$ cat src/rtl/spi_pkg.sv
// Constants and types shared by the SPI master and slave endpoints.
package spi_pkg;

    localparam int unsigned SPI_DATA_W = 6;

    localparam logic [2:0] SS_NONE = 3'b111;
    localparam logic [2:0] SLAVE_1 = 3'b000;
    localparam logic [2:0] SLAVE_2 = 3'b001;
    localparam logic [2:0] SLAVE_3 = 3'b010;

    // Action taken by the slave on a given sclk edge, decoded from sel and cnt.
    typedef enum logic [1:0] {
        ActIdle,
        ActShift,
        ActEnd,
        ActAbort
    } spi_act_e;

endpackage

$ cat src/rtl/spi_rx_hold.sv
// One-entry valid/ready holding register for received SPI frames, with overrun detection.
module spi_rx_hold #(
    parameter int unsigned DATA_W = 6
) (
    input  logic              clk,
    input  logic              rst,
    input  logic              i_word_valid,
    input  logic [DATA_W-1:0] i_word,
    input  logic              i_ready,
    output logic [DATA_W-1:0] o_data,
    output logic              o_valid,
    output logic              o_overrun
);

    logic [DATA_W-1:0] r_data;
    logic              r_valid;
    logic              r_overrun;

    logic [DATA_W-1:0] w_data_next;
    logic              w_valid_next;
    logic              w_overrun_next;

    always_comb begin
        w_data_next    = r_data;
        w_valid_next   = r_valid;
        w_overrun_next = 1'b0;
        if (i_word_valid) begin
            // A frame ending while the consumer is taking the old one still fits.
            if (!r_valid || i_ready) begin
                w_data_next  = i_word;
                w_valid_next = 1'b1;
            end else begin
                w_overrun_next = 1'b1;
            end
        end else if (r_valid && i_ready) begin
            w_valid_next = 1'b0;
        end
    end

    always_ff @(posedge clk or posedge rst) begin
        if (rst) begin
            r_data    <= '0;
            r_valid   <= 1'b0;
            r_overrun <= 1'b0;
        end else begin
            r_data    <= w_data_next;
            r_valid   <= w_valid_next;
            r_overrun <= w_overrun_next;
        end
    end

    assign o_data    = r_data;
    assign o_valid   = r_valid;
    assign o_overrun = r_overrun;

endmodule

$ cat src/rtl/spi_slave.sv
// SPI slave endpoint: ss-code selected, MSB-first full-duplex shift with a one-entry
// transmit load buffer and a valid/ready receive port.
module spi_slave
    import spi_pkg::*;
#(
    parameter int unsigned       DATA_W    = SPI_DATA_W,
    parameter logic [2:0]        SLAVE_ID  = SLAVE_1,
    parameter logic [DATA_W-1:0] IDLE_FILL = '0
) (
    input  logic              sclk,
    input  logic              reset,
    input  logic [2:0]        ss,
    input  logic              mosi,
    output logic              miso,
    input  logic [DATA_W-1:0] tx_data,
    input  logic              tx_load,
    output logic              tx_ready,
    output logic [DATA_W-1:0] rx_data,
    output logic              rx_valid,
    input  logic              rx_ready,
    output logic              busy,
    output logic              overrun,
    output logic              abort
);

    localparam int unsigned     CNT_W    = $clog2(DATA_W);
    localparam logic [CNT_W-1:0] CNT_LAST = CNT_W'(DATA_W - 1);

    logic [CNT_W-1:0]  r_cnt;
    logic [DATA_W-1:0] r_shreg;
    logic [DATA_W-1:0] r_tx_hold;
    logic [DATA_W-1:0] r_tx_buf;
    logic              r_tx_pending;
    logic              r_abort;

    logic [CNT_W-1:0]  w_cnt_next;
    logic [DATA_W-1:0] w_shreg_next;
    logic [DATA_W-1:0] w_tx_hold_next;
    logic [DATA_W-1:0] w_tx_buf_next;
    logic              w_tx_pending_next;
    logic              w_abort_next;

    logic              w_sel;
    spi_act_e          w_act;
    logic [DATA_W-1:0] w_shifted;
    logic [DATA_W-1:0] w_reload;
    logic              w_frame_end;

    assign w_sel       = (ss == SLAVE_ID);
    assign w_shifted   = {r_shreg[DATA_W-2:0], mosi};
    assign w_reload    = r_tx_pending ? r_tx_buf : IDLE_FILL;
    assign w_frame_end = (w_act == ActEnd);

    always_comb begin
        w_act = ActIdle;
        if (w_sel) begin
            w_act = (r_cnt == CNT_LAST) ? ActEnd : ActShift;
        end else if (r_cnt != '0) begin
            // Includes ss moving to another slave's code mid-frame.
            w_act = ActAbort;
        end
    end

    always_comb begin
        w_cnt_next        = r_cnt;
        w_shreg_next      = r_shreg;
        w_tx_hold_next    = r_tx_hold;
        w_tx_buf_next     = r_tx_buf;
        w_tx_pending_next = r_tx_pending;
        w_abort_next      = 1'b0;

        case (w_act)
            ActShift: begin
                w_cnt_next   = r_cnt + CNT_W'(1);
                w_shreg_next = w_shifted;
            end
            ActEnd: begin
                w_cnt_next        = '0;
                w_shreg_next      = w_reload;
                w_tx_hold_next    = w_reload;
                w_tx_pending_next = 1'b0;
            end
            ActAbort: begin
                // Rewind so the interrupted frame is sent again from its MSB.
                w_cnt_next   = '0;
                w_shreg_next = r_tx_hold;
                w_abort_next = 1'b1;
            end
            ActIdle: begin
                if (r_tx_pending) begin
                    w_shreg_next      = r_tx_buf;
                    w_tx_hold_next    = r_tx_buf;
                    w_tx_pending_next = 1'b0;
                end
            end
            default: begin
                w_cnt_next = '0;
            end
        endcase

        // Loads only land in an empty buffer, so they never collide with a transfer.
        if (tx_load && !r_tx_pending) begin
            w_tx_buf_next     = tx_data;
            w_tx_pending_next = 1'b1;
        end
    end

    always_ff @(posedge sclk or posedge reset) begin
        if (reset) begin
            r_cnt        <= '0;
            r_shreg      <= IDLE_FILL;
            r_tx_hold    <= IDLE_FILL;
            r_tx_buf     <= '0;
            r_tx_pending <= 1'b0;
            r_abort      <= 1'b0;
        end else begin
            r_cnt        <= w_cnt_next;
            r_shreg      <= w_shreg_next;
            r_tx_hold    <= w_tx_hold_next;
            r_tx_buf     <= w_tx_buf_next;
            r_tx_pending <= w_tx_pending_next;
            r_abort      <= w_abort_next;
        end
    end

    spi_rx_hold #(
        .DATA_W (DATA_W)
    ) u_rx_hold (
        .clk          (sclk),
        .rst          (reset),
        .i_word_valid (w_frame_end),
        .i_word       (w_shifted),
        .i_ready      (rx_ready),
        .o_data       (rx_data),
        .o_valid      (rx_valid),
        .o_overrun    (overrun)
    );

    assign miso     = w_sel ? r_shreg[DATA_W-1] : 1'b0;
    assign tx_ready = !r_tx_pending;
    assign busy     = (r_cnt != '0);
    assign abort    = r_abort;

endmodule

$ cat config.mk
export PLATFORM = sky130hd
export DESIGN_NAME = spi_slave
export DESIGN_NICKNAME = d
export VERILOG_FILES = /design/src/rtl/spi_pkg.sv /design/src/rtl/spi_rx_hold.sv /design/src/rtl/spi_slave.sv
export SDC_FILE = /design/constraint.sdc
export NUM_CORES = 1
export LEC_CHECK = 0
export ABC_AREA = 1
export CAP_MARGIN = 40
export CORE_UTILIZATION = 50
export CTS_BUF_LIST = sky130_fd_sc_hd__clkbuf_4
export CTS_CLUSTER_DIAMETER = 80
export DETAILED_ROUTE_END_ITERATION = 10
export PLACE_DENSITY = 0.79
export SLEW_MARGIN = 15
export SYNTH_ARGS = -nofsm -noshare
export SYNTH_HDL_FRONTEND = slang
export SYNTH_SLANG_ARGS = --single-unit
$ cat constraint.sdc
create_clock -name sclk -period 1.4 [get_ports sclk]
set_input_delay 0.35 -clock sclk [delete_from_list [all_inputs] [get_ports sclk]]
set_output_delay 0.35 -clock sclk [all_outputs]
set_load 0.02 [all_outputs]
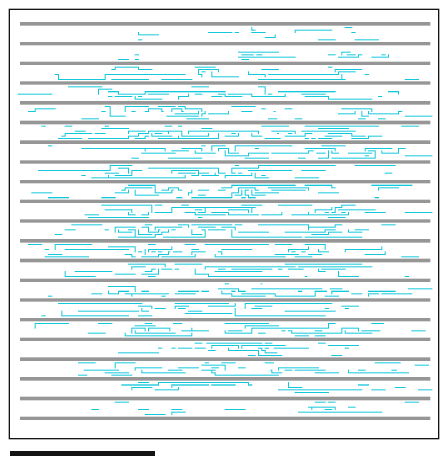
Figure 1: signal wires on met1.
The bar under the picture is 20 microns long. Supply wires on this layer in gray.
The layer holds 42% of the routed length. The layer carries 1,640 microns of wire. The wires run mostly horizontal.

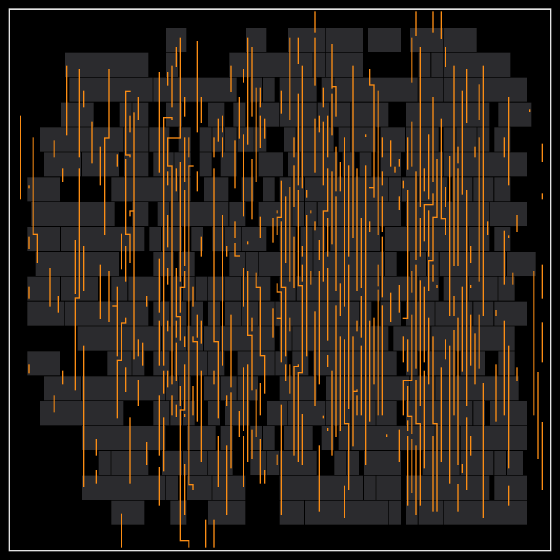
Figure 2: metal 2.
Cells faint in the background.
The longest straight run is 34.9 microns. 216 nets have wire on it. The layer carries 2,020 microns of wire.

==> flow_metrics.py <==
# Metrics from the implementation run
metrics = {
    "status": {
        "status": "finished, violations left",
        "violations": "setup timing",
    },
    "floorplan": {
        "std_cell_rows": 20,
    },
    "pwr": {
        "power_mw": 4.435,
    },
    "setup_path": {
        "crit_type": "reg -> out",
        "rr_endpoint": "u_rx_hold.o_data[4]",
        "crit_buf_inv": 4,
        "r2r_cells": 10,
        "critPathLaunch": "r_cnt[1]",
    },
    "route": {
        "final_antenna_net_count": 0,
        "post_drt_wl_per_cell_microns": 13.25,
        "drt_pass1_iterations": 6,
        "drt-initial-drc-count": 52,
    },
    "synth": {
        "ys_area_sq_um": 1627,
        "ys_seq_share_pct": 47.69,
        "synth_cells": 197,
        "avgSynthCellArea_sq_um": 8.257,
    },
    "grt": {
        "gr-total-overflow": 0,
    },
    "finish": {
        "syn_to_final_growth_pct": 47.85,
        "nets": 268,
        "comb_area_sq_um": 937.1,
    },
    "timing": {
        "fin_ws_ns": -0.1996,
        "setup_viol": 21,
    },
    "run": {
        "maxCapViolations": 0,
    },
}
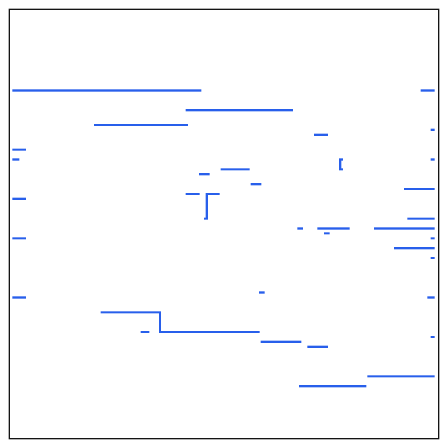
Figure 3: metal 3.
27 nets have wire on it. The wires run mostly horizontal. The layer holds 4.0% of the routed length. The longest straight run is 25.8 microns.

## worst register-to-register path: cells and delay by family, from the launching register on
| kind | cells | cell delay, ns |
|---|---|---|
| fa+ha+maj | 1 | 0.15 |
| compound gates | 1 | 0.05 |
| simple gates | 4 | 0.41 |
| buf+inv | 4 | 0.45 |
| flops | 1 | 0.40 |
## area by class of cell
class / instances / share of cell area (%)
Inverter: 29 / 4.943
Sequential cell: 31 / 32.26
Tap cell: 44 / 2.289
Multi-Input combinational cell: 134 / 38.97
Clock buffer: 7 / 2.185
Clock inverter: 1 / 0.2081
Timing Repair Buffer: 50 / 19.15
## metrics by stage
stage,TNS [ns],hold slack [ns]
6_report,-1.923,0.3383
3_5_place_dp,-10.62,0.4594
5_1_grt,-3.494,0.3445
2_1_floorplan,0,0.4535
4_1_cts,-3.717,0.3460
3_3_place_gp,-10.07,0.4549
## kinds of logic after synthesis
family	Yosys count	synth area share, %
AND-OR/OR-AND	13	4.538
XOR/XNOR	1	0.5386
adder cells (fa/ha/maj)	3	2.308
buffers and inverters	33	8.462
flip-flops	31	47.69
multiplexers	6	4.154
AND/OR/NAND/NOR	110	32.31
## worst max path at each step
stage | end | slack [ns]
2_1_floorplan | miso | 0.006
3_3_place_gp | miso | -0.64
3_5_place_dp | miso | -0.64
4_1_cts | busy | -0.24
5_1_grt | busy | -0.25
6_report | busy | -0.20
## power by group through the flow
stage | registers (mW) | clock network, mW | logic (mW)
2_1_floorplan | 1.41 | 0 | 1.39
3_3_place_gp | 1.43 | 0 | 1.91
3_5_place_dp | 1.44 | 0 | 1.96
4_1_cts | 1.42 | 0.538 | 2.25
5_1_grt | 1.49 | 0.585 | 2.71
6_report | 1.44 | 0.531 | 2.46
## metal layers
layer  vias to the layer above  wire length (microns)  GRT usage [%]  part of all wire, %
met5                         -                      0              0                    0
met4                         0                    107          7.483                  2.7
met3                        15                    156          7.205                  4.0
met2                        41                   2019          39.77                   51
met1                       695                   1638          28.43                   42
li1                        737                      -              -                    -
## cell usage in the layout (no fill, tap or decap), types with 2 or more instances in the layout
cell type and count:
dlygate4sd2_1 2, clkdlybuf4s50_1 10, nand2_8 4, nor2_4 6
clkdlybuf4s15_1 4, o21ai_2 5, nand2_2 14, nand2_1 41
mux2_2 6, o21ai_1 5, ha_4 3, buf_6 12
clkbuf_2 6, nand2_4 3, nand3_1 26, o211ai_1 2
inv_2 8, nand4_1 4, clkbuf_4 7, dfrtp_1 31
inv_1 19, buf_4 13, nor2_1 6, nand3_2 4
## what timing repair did
item | in CTS | in global routing
hold buffers | 0 | 0
gates cloned | 0 | 1
endpoints found under the setup margin | 35 | 36
setup buffers | 7 | 3
pin swaps | 15 | 16
gates resized | 60 | 58
## Yosys cell counts (2+ instances only)
library cell	count
nor2_1	8
nand3_1	29
o21ai_0	4
mux2_2	6
ha_1	3
nor2_2	2
buf_2	2
nand2_1	56
inv_2	5
inv_1	24
dfrtp_1	31
nand4_1	4
nor2_4	3
nand3_2	2
o211ai_1	2
nand2_2	4
o21ai_1	6
No activity file was given, so power comes from the tool's default toggle rates.
